--- src/rtl/mem_wb_buffer_if.sv ---
// MEM->WB result channel: push side from the MEM stage, pop side to the register file,
// plus the flush control and the hazard query lines.
interface mem_wb_buffer_if #(
   parameter int DATA_W = 32,
   parameter int DEST_W = 4
);
   logic              flush;
   logic              in_valid;
   logic              in_ready;
   logic              WB_en_in;
   logic              MEM_r_en_in;
   logic [DEST_W-1:0] dest_in;
   logic [DATA_W-1:0] alu_res_in;
   logic [DATA_W-1:0] data_mem_in;
   logic              out_valid;
   logic              out_ready;
   logic              WB_en_out;
   logic [DEST_W-1:0] dest_out;
   logic [DATA_W-1:0] WB_value;
   logic [DEST_W-1:0] src1;
   logic [DEST_W-1:0] src2;
   logic              hazard;

   modport master (
      output flush, in_valid, WB_en_in, MEM_r_en_in, dest_in, alu_res_in, data_mem_in,
      output out_ready, src1, src2,
      input  in_ready, out_valid, WB_en_out, dest_out, WB_value, hazard
   );

   modport slave (
      input  flush, in_valid, WB_en_in, MEM_r_en_in, dest_in, alu_res_in, data_mem_in,
      input  out_ready, src1, src2,
      output in_ready, out_valid, WB_en_out, dest_out, WB_value, hazard
   );
endinterface

--- src/rtl/mem_wb_buffer.sv ---
// Two-entry FIFO between MEM and WB; value mux is resolved at capture so only
// {dest, value} is stored. Also answers RAW hazard queries against buffered entries.
module mem_wb_buffer #(
   parameter int DATA_W = 32,
   parameter int DEST_W = 4
) (
   input  logic            clk,
   input  logic            rst,
   mem_wb_buffer_if.slave  bus
);
   logic [1:0]        count;
   logic              rd_ptr;
   logic              wr_ptr;
   logic [DEST_W-1:0] dest_q [2];
   logic [DATA_W-1:0] val_q  [2];
   logic              push;
   logic              pop;
   logic              slot0_v;
   logic              slot1_v;

   assign bus.in_ready  = (count != 2'd2);
   assign bus.out_valid = (count != 2'd0);
   assign bus.WB_en_out = bus.out_valid;
   assign bus.dest_out  = bus.out_valid ? dest_q[rd_ptr] : '0;
   assign bus.WB_value  = bus.out_valid ? val_q[rd_ptr]  : '0;

   // Non-writing results are accepted as bubbles and never occupy a slot.
   assign push = bus.in_valid & bus.in_ready & bus.WB_en_in & ~bus.flush;
   assign pop  = bus.out_valid & bus.out_ready & ~bus.flush;

   always_ff @(posedge clk or negedge rst) begin
      if (!rst) begin
         count     <= 2'd0;
         rd_ptr    <= 1'b0;
         wr_ptr    <= 1'b0;
         dest_q[0] <= '0;
         dest_q[1] <= '0;
         val_q[0]  <= '0;
         val_q[1]  <= '0;
      end else if (bus.flush) begin
         count  <= 2'd0;
         rd_ptr <= 1'b0;
         wr_ptr <= 1'b0;
      end else begin
         if (push) begin
            dest_q[wr_ptr] <= bus.dest_in;
            val_q[wr_ptr]  <= bus.MEM_r_en_in ? bus.data_mem_in : bus.alu_res_in;
            wr_ptr         <= ~wr_ptr;
         end
         if (pop)
            rd_ptr <= ~rd_ptr;
         count <= count + {1'b0, push} - {1'b0, pop};
      end
   end

   // A slot is live when the FIFO is full, or when it is the sole entry at the head.
   assign slot0_v = (count == 2'd2) | ((count == 2'd1) & ~rd_ptr);
   assign slot1_v = (count == 2'd2) | ((count == 2'd1) &  rd_ptr);

   assign bus.hazard =
      (slot0_v & ((dest_q[0] == bus.src1) | (dest_q[0] == bus.src2))) |
      (slot1_v & ((dest_q[1] == bus.src1) | (dest_q[1] == bus.src2)));
endmodule

--- src/flat_wrapper.sv ---
// flat-port wrapper written by rule: the top's interface ports become plain ports
module mem_wb_buffer_flat 
#(
   parameter int DATA_W = 32,
   parameter int DEST_W = 4
)
  (clk, rst, bus_flush, bus_in_valid, bus_WB_en_in, bus_MEM_r_en_in, bus_dest_in, bus_alu_res_in, bus_data_mem_in, bus_out_ready, bus_src1, bus_src2, bus_in_ready, bus_out_valid, bus_WB_en_out, bus_dest_out, bus_WB_value, bus_hazard);
  mem_wb_buffer_if #(.DATA_W(DATA_W), .DEST_W(DEST_W)) bus_i ();
  input  logic clk;
  input  logic rst;
  input wire logic [$bits(bus_i.flush)-1:0] bus_flush;
  input wire logic [$bits(bus_i.in_valid)-1:0] bus_in_valid;
  input wire logic [$bits(bus_i.WB_en_in)-1:0] bus_WB_en_in;
  input wire logic [$bits(bus_i.MEM_r_en_in)-1:0] bus_MEM_r_en_in;
  input wire logic [$bits(bus_i.dest_in)-1:0] bus_dest_in;
  input wire logic [$bits(bus_i.alu_res_in)-1:0] bus_alu_res_in;
  input wire logic [$bits(bus_i.data_mem_in)-1:0] bus_data_mem_in;
  input wire logic [$bits(bus_i.out_ready)-1:0] bus_out_ready;
  input wire logic [$bits(bus_i.src1)-1:0] bus_src1;
  input wire logic [$bits(bus_i.src2)-1:0] bus_src2;
  output wire logic [$bits(bus_i.in_ready)-1:0] bus_in_ready;
  output wire logic [$bits(bus_i.out_valid)-1:0] bus_out_valid;
  output wire logic [$bits(bus_i.WB_en_out)-1:0] bus_WB_en_out;
  output wire logic [$bits(bus_i.dest_out)-1:0] bus_dest_out;
  output wire logic [$bits(bus_i.WB_value)-1:0] bus_WB_value;
  output wire logic [$bits(bus_i.hazard)-1:0] bus_hazard;
  assign bus_i.flush = bus_flush;
  assign bus_i.in_valid = bus_in_valid;
  assign bus_i.WB_en_in = bus_WB_en_in;
  assign bus_i.MEM_r_en_in = bus_MEM_r_en_in;
  assign bus_i.dest_in = bus_dest_in;
  assign bus_i.alu_res_in = bus_alu_res_in;
  assign bus_i.data_mem_in = bus_data_mem_in;
  assign bus_i.out_ready = bus_out_ready;
  assign bus_i.src1 = bus_src1;
  assign bus_i.src2 = bus_src2;
  assign bus_in_ready = bus_i.in_ready;
  assign bus_out_valid = bus_i.out_valid;
  assign bus_WB_en_out = bus_i.WB_en_out;
  assign bus_dest_out = bus_i.dest_out;
  assign bus_WB_value = bus_i.WB_value;
  assign bus_hazard = bus_i.hazard;
  mem_wb_buffer #(.DATA_W(DATA_W), .DEST_W(DEST_W)) u_core (.clk(clk), .rst(rst), .bus(bus_i));
endmodule
--- config.mk ---
export PLATFORM = sky130hd
export DESIGN_NAME = mem_wb_buffer_flat
export DESIGN_NICKNAME = d
export VERILOG_FILES = /design/src/rtl/mem_wb_buffer_if.sv /design/src/rtl/mem_wb_buffer.sv /design/src/flat_wrapper.sv
export SDC_FILE = /design/constraint.sdc
export NUM_CORES = 1
export LEC_CHECK = 0
export ABC_AREA = 1
export CORE_AREA = 3 3 97 99
export DETAILED_ROUTE_END_ITERATION = 7
export DIE_AREA = 0 0 100 102
export PLACE_DENSITY_LB_ADDON = 0.05
export SETUP_SLACK_MARGIN = 0.3
export SYNTH_ARGS = -nofsm -noshare
export SYNTH_HDL_FRONTEND = slang
export SYNTH_SLANG_ARGS = --single-unit
--- constraint.sdc ---
create_clock -name clk -period 2.27 [get_ports clk]
set_input_delay 0.681 -clock clk [delete_from_list [all_inputs] [get_ports clk]]
set_output_delay 0.681 -clock clk [all_outputs]
set_load 0.1 [all_outputs]
==> run_1/layer_met1.png <==
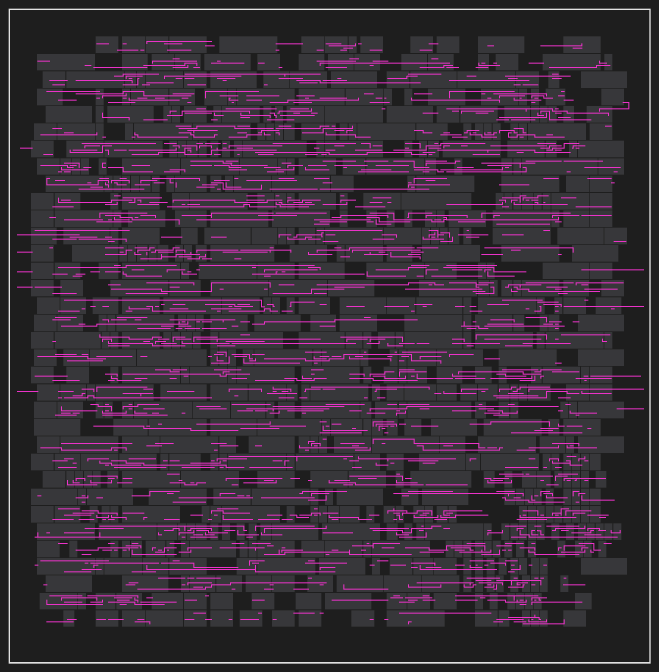
main direction	horizontal
nets with wire on the layer	648
wire length on this layer	4880 um
M1 GR Usage: 28.8%
Via Count: 4059
final wirelength: 12.6 mm

==> run_1/layer_met2.png <==
The bar under the picture is 20 um long.
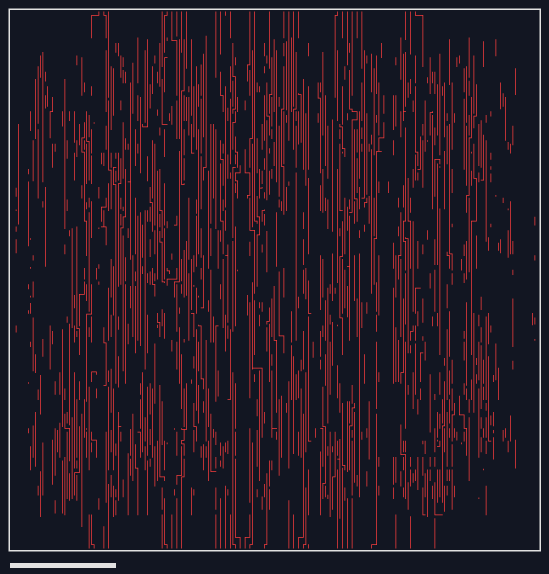
nets with wire on the layer	647
main direction	vertical
met2 GRT Util: 43.9%

==> results.ini, run 1 <==
[outcome]
status=finished with violations
violations=negative setup slack

[clocking]
clockBufferDepth=2
post_cts_buffers=5
cts_resized=80

[logic_synthesis]
yosysTopAreaCellShare_pct=46.4
yosys_cells=534
most_common_cell=nand2_1
synthAdderAreaFrac_pct=0.611
ys_sh_aoi_pct=14.2
ys_warn_count=0

[final_timing]
hold-worst-slack_ns=0.290
setup_viol=32
final_hold_viol_count=0
fin_ws_ns=-0.0907
post-route-min-period_ns=2.36

[final_layout]
antennaDiodeCount=0
buf_share_pct=29.8
comb_area_sq_um=2520
largest_reg_flops=64
n_all_buffers=157

[power_and_ir_drop]
clock_power_uw=1190
seq-power_uw=2030
comb-power_uw=2850

[placed_design]
place_ws_ns=-0.318
dpl_cell_area_sq_um=6420

[route]
route.met2.wl_mm=6.68
first_iter_violations=157
wl_met1_mm=4.88

[die]
dieArea_sq_um=10200
die_w_um=100

[critical_path]
crit_arrival_ns=1.68
rr_startpoint=u_core.count[0]
slowest_delay_ns=0.60
worstPathCellList=bufbuf_16, a21oi_4, buf_12

[global_route]
grt_pass1_vias=4116

[run]
drv_cap=0

==> run_1/layer_met3.png <==
The bar under the picture is 20 um long.
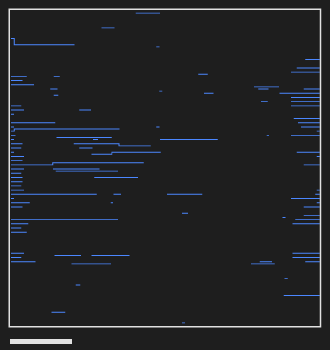
main direction	horizontal
share of all routed wire	5.5%
nets with wire on the layer	81
wire length on this layer	696 um
met3 global-route usage: 4.91%

==> run_1/layer_met4.png <==
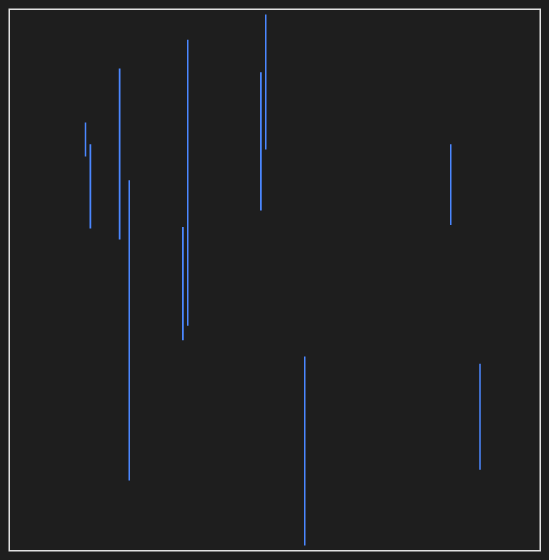
wire length on this layer	306 um
nets with wire on the layer	9
longest straight run	56.4 um
share of all routed wire	2.4%
main direction	vertical

[run 1: worst max path at each step]
| stage | slack [ns] | depth (start not counted) | end | startpoint |
|---|---|---|---|---|
| after detailed placement | -0.32 | 10 | bus_hazard | bus_src2[0] |
| final | -0.09 | 3 | bus_WB_value[19] | u_core.rd_ptr |
| after global routing | -0.11 | 5 | bus_WB_value[28] | u_core.rd_ptr |
| after floorplan | 0.13 | 6 | bus_WB_value[21] | u_core.count[1] |
| after CTS | -0.1 | 3 | bus_WB_value[19] | u_core.rd_ptr |
| after global placement | -0.29 | 10 | bus_hazard | bus_src1[0] |
[run 1: critical path: cells and delay by family (launching register included)]
kind	cells	cell delay, ns
buffers and inverters	2	0.54
flip-flops	1	0.60
AND-OR/OR-AND	1	0.19
==> run_1/clocks.png <==
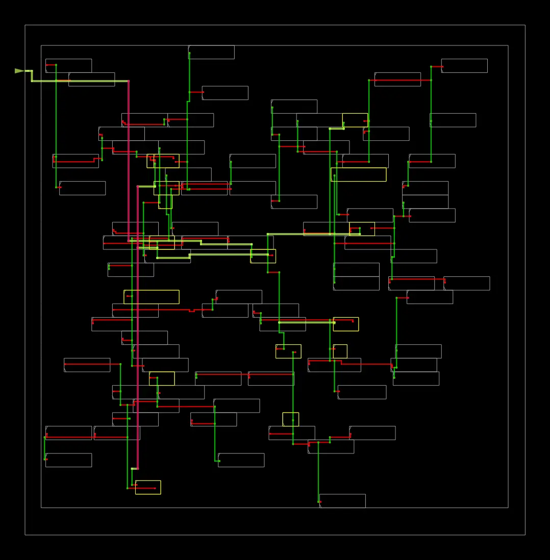

## Run 2: what changed since run 1
--- a/config.mk
+++ b/config.mk
@@ -6,6 +6,7 @@
 export NUM_CORES = 1
 export LEC_CHECK = 0
 export ABC_AREA = 1
+export ABC_CLOCK_PERIOD_IN_PS = 2370
 export CORE_AREA = 3 3 97 99
 export DETAILED_ROUTE_END_ITERATION = 7
 export DIE_AREA = 0 0 100 102
==> constraint.sdc (replaced) <==
create_clock -name clk -period 2.37 [get_ports clk]
set_input_delay 0.711 -clock clk [delete_from_list [all_inputs] [get_ports clk]]
set_output_delay 0.711 -clock clk [all_outputs]
set_load 0.1 [all_outputs]
==> run_2/clocks.png <==
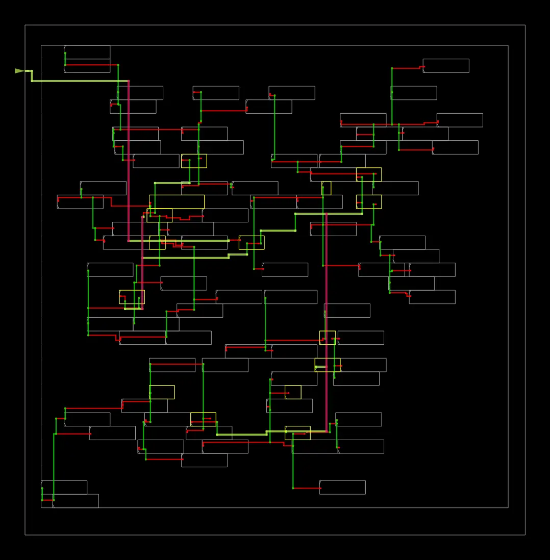
clk ins delay skew pair: 0.36 ns
flip-flops: 76
Clk. pwr: 1030 uW
CTS Sinks: 76
CTS Buf Count: 9

==> run 2 against run 1 <==
  * The run now ends clean
  * Area after synthesis is the same
  * Sequential power shrank 4%
  * Non-clock buffer count shrank 1
  * Die area is the same
  * Clock power shrank about 10%
  * Wire length grew 0.34%
  * Combinational power shrank 3%
  * Critical path type unchanged
  * Largest cell class unchanged
  * Largest power group unchanged
==> results.ini, run 2 <==
[outcome]
status=complete, no violations  ; was finished with violations

[die]
dieArea_sq_um=10200  ; unchanged
ios=123  ; unchanged
die_w_um=100  ; unchanged

[clocking]
cts-root-buf=clkbuf_8  ; unchanged
clockBufferDepth=2  ; unchanged
post_cts_buffers=8  ; was 5

[logic_synthesis]
yosys_cells=534  ; unchanged
yosysTopAreaCellShare_pct=46.4  ; unchanged
ys_warn_count=0  ; unchanged
avgSynthCellArea_sq_um=7.68  ; unchanged
most_common_cell=nand2_1  ; unchanged

[global_route]
grt_usage_pct=23.6  ; was 24.5%
use_met3_pct=4.64  ; was 4.91%
use_met1_pct=30.6  ; was 28.8%
grt_pass1_vias=3984  ; was 4116

[critical_path]
crit_path_start_kind=flip-flop  ; unchanged
slowest_delay_ns=0.58  ; was 0.60 ns
rr_startpoint=u_core.count[0]  ; unchanged
crit_arrival_ns=1.62  ; was 1.68 ns
cp-startpoint=u_core.rd_ptr  ; unchanged
critPathTopFamily=flip-flops  ; unchanged
worstPathCellList=buf_6, buf_16, a21oi_4, buf_12  ; was bufbuf_16, a21oi_4, buf_12
cp.buffers_inverters=3  ; was 2
critPathCapture=bus_dest_out[2]  ; was bus_WB_value[19]
worst-path-stages=4  ; was 3

[final_layout]
antennaDiodeCount=0  ; unchanged
largest_reg_flops=64  ; unchanged

[placed_design]
dpl_cell_area_sq_um=6380  ; was 6420 sq um
place_ws_ns=-0.273  ; was -0.318 ns
dp.cells=751  ; unchanged

[final_timing]
relSlewSlack_pct=60.5  ; was 66.3%
setup_viol=0  ; was 32
hold-worst-slack_ns=0.356  ; was 0.290 ns
final_hold_viol_count=0  ; unchanged
post-route-min-period_ns=2.34
slew_viol_final=0  ; unchanged
fin_ws_ns=0.0345  ; was -0.0907 ns

[power_and_ir_drop]
clkPwrFrac_pct=17.9  ; was 19.6%
seq-power_uw=1950  ; was 2030 uW
comb-power_uw=2760  ; was 2850 uW

[run]
drv_cap=0  ; unchanged

[route]
avgViaCountPerCell=5.28  ; was 5.18
first_iter_violations=168  ; was 157
wl_met1_mm=5.19  ; was 4.88 mm
route.met2.wl_mm=6.53  ; was 6.68 mm

==> run_2/layer_met2.png <==
The bar under the picture is 20 um long.
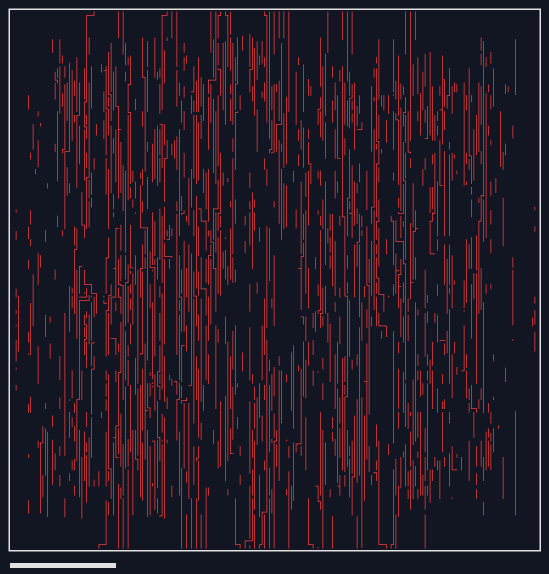
share of all routed wire	52%
main direction	vertical
nets with wire on the layer	658
wire length on this layer	6530 um
longest straight run	32.5 um
Via Count: 4131
met2 GRT Util: 40.2%
final wirelength: 12.6 mm

[run 2: cell counts after synthesis]
No cell type changed its count.
[run 2: kinds of logic (layout without fill, tap and decap cells)]
family                     after synthesis  in the layout  share of synthesized area, %
muxes                                   32             32                          8.79
xor gates and xnor gates                 2              2                         0.427
adders and majority gates                2              2                         0.610
and+or+nand+nor                        216            216                          20.5
DFF                                     76             76                          46.4
AOI/OAI and AO/OA                      116            116                          14.2
buffers and inverters                   90            230                          9.07
[run 2: cell type report]
cell class	instances	area, sq um
clock buffer	10	138
clock inverter	5	61.3
fill	507	1520
inverter	59	225
multi-input combinational	368	2560
sequential	76	1910
tap	108	135
timing repair buffer	156	2090
==> run_2/layer_met3.png <==
The bar under the picture is 20 um long.
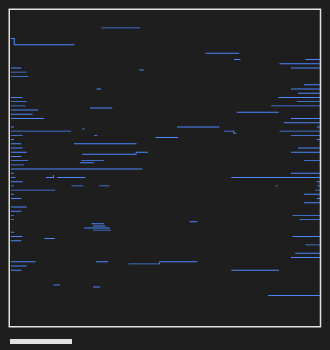

## Run 3: what changed since run 2
--- a/config.mk
+++ b/config.mk
@@ -7,9 +7,9 @@
 export LEC_CHECK = 0
 export ABC_AREA = 1
 export ABC_CLOCK_PERIOD_IN_PS = 2370
-export CORE_AREA = 3 3 97 99
+export CORE_AREA = 3 3 100 102
 export DETAILED_ROUTE_END_ITERATION = 7
-export DIE_AREA = 0 0 100 102
+export DIE_AREA = 0 0 103 105
 export PLACE_DENSITY_LB_ADDON = 0.05
 export SETUP_SLACK_MARGIN = 0.3
 export SYNTH_ARGS = -nofsm -noshare
==> run_3/layer_met3.png <==
The bar under the picture is 20 um long.
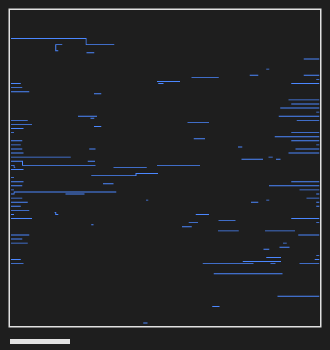
nets with wire on the layer	90
longest straight run	33.8 um
wire length on this layer	644 um
Via Count: 4140
final wirelength: 13.1 mm
met3 global-route usage: 3.54%

==> run_3/layer_met2.png <==
The bar under the picture is 20 um long.
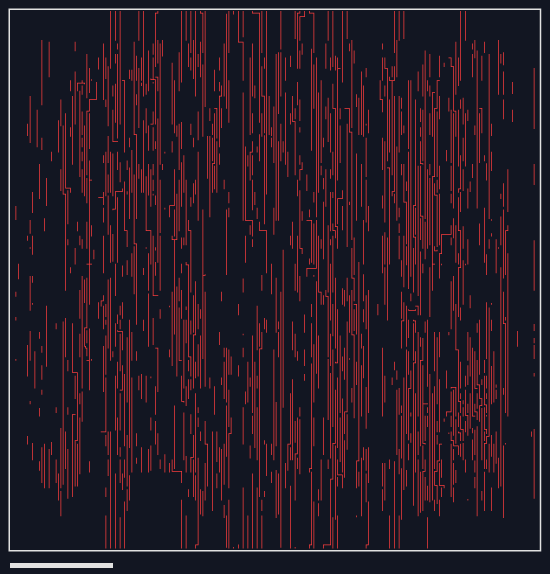
nets with wire on the layer	655
main direction	vertical
met2 GRT Util: 42.8%

==> run 3 against run 2 <==
  * Utilization fell by 0.85 points
  * Die area rose by 6.0%
  * Synthesized cell count did not move
==> results.ini, run 3 <==
[outcome]
status=complete, no violations  ; unchanged

[logic_synthesis]
yosysTopAreaCellShare_pct=46.4  ; unchanged
synth.mux.area_fraction_pct=8.79  ; unchanged
most_common_cell=nand2_1  ; unchanged
simple_gate_area_share_pct=20.5  ; unchanged
logic_family=simple AND/OR/NAND/NOR gates  ; unchanged
yosys_cells=534  ; unchanged
ys_sh_aoi_pct=14.2  ; unchanged
synthAdderAreaFrac_pct=0.611  ; unchanged

[placed_design]
place_ws_ns=-0.318  ; was -0.273 ns
dpl_cell_area_sq_um=6420  ; was 6380 sq um
dp.cells=752  ; was 751

[route]
avgViaCountPerCell=5.21  ; was 5.28
first_iter_violations=121  ; was 168
wl_met1_mm=5.32  ; was 5.19 mm

[global_route]
use_met1_pct=30.8  ; was 30.6%

[final_timing]
final_hold_viol_count=0  ; unchanged

[die]
dieArea_sq_um=10800  ; was 10200 sq um
die_w_um=103  ; was 100 um

[critical_path]
worst-path-stages=5  ; was 4
crit_path_start_kind=flip-flop  ; unchanged
rr_startpoint=u_core.count[1]  ; was u_core.count[0]
slowest_delay_ns=0.55  ; was 0.58 ns

[clocking]
cts_inserted_buffers=9  ; unchanged
clockBufferDepth=2  ; unchanged
cts_sinks=76  ; unchanged

[final_layout]
largest_reg_flops=64  ; unchanged
antennaDiodeCount=0  ; unchanged

## run 3: how the worst min path moves through the flow
stage / end
floorplan: u_core.count[0]
global placement: u_core.val_q[45]
detailed placement: u_core.val_q[36]
CTS: u_core.val_q[18]
global route: u_core.val_q[39]
finish: u_core.dest_q[0]
## run 3: area by class of cell
cell class                      count  area [sq um]
Multi-Input combinational cell    368          2640
Timing Repair Buffer              166          2350
Fill cell                         546          1690
Inverter                           59           221
Clock inverter                      5           125
Sequential cell                    76          1910
Clock buffer                       10           128
Tap cell                          111           139
## run 3: timing repair
| item | CTS | global route |
|---|---|---|
| gates resized | 129 | 18 |
| setup endpoints to repair | 37 | 39 |
| cloned | 7 | 2 |
| pin swaps | 37 | 12 |
| setup buffers | 13 | 6 |
No activity file was given, so power comes from the tool's default toggle rates.
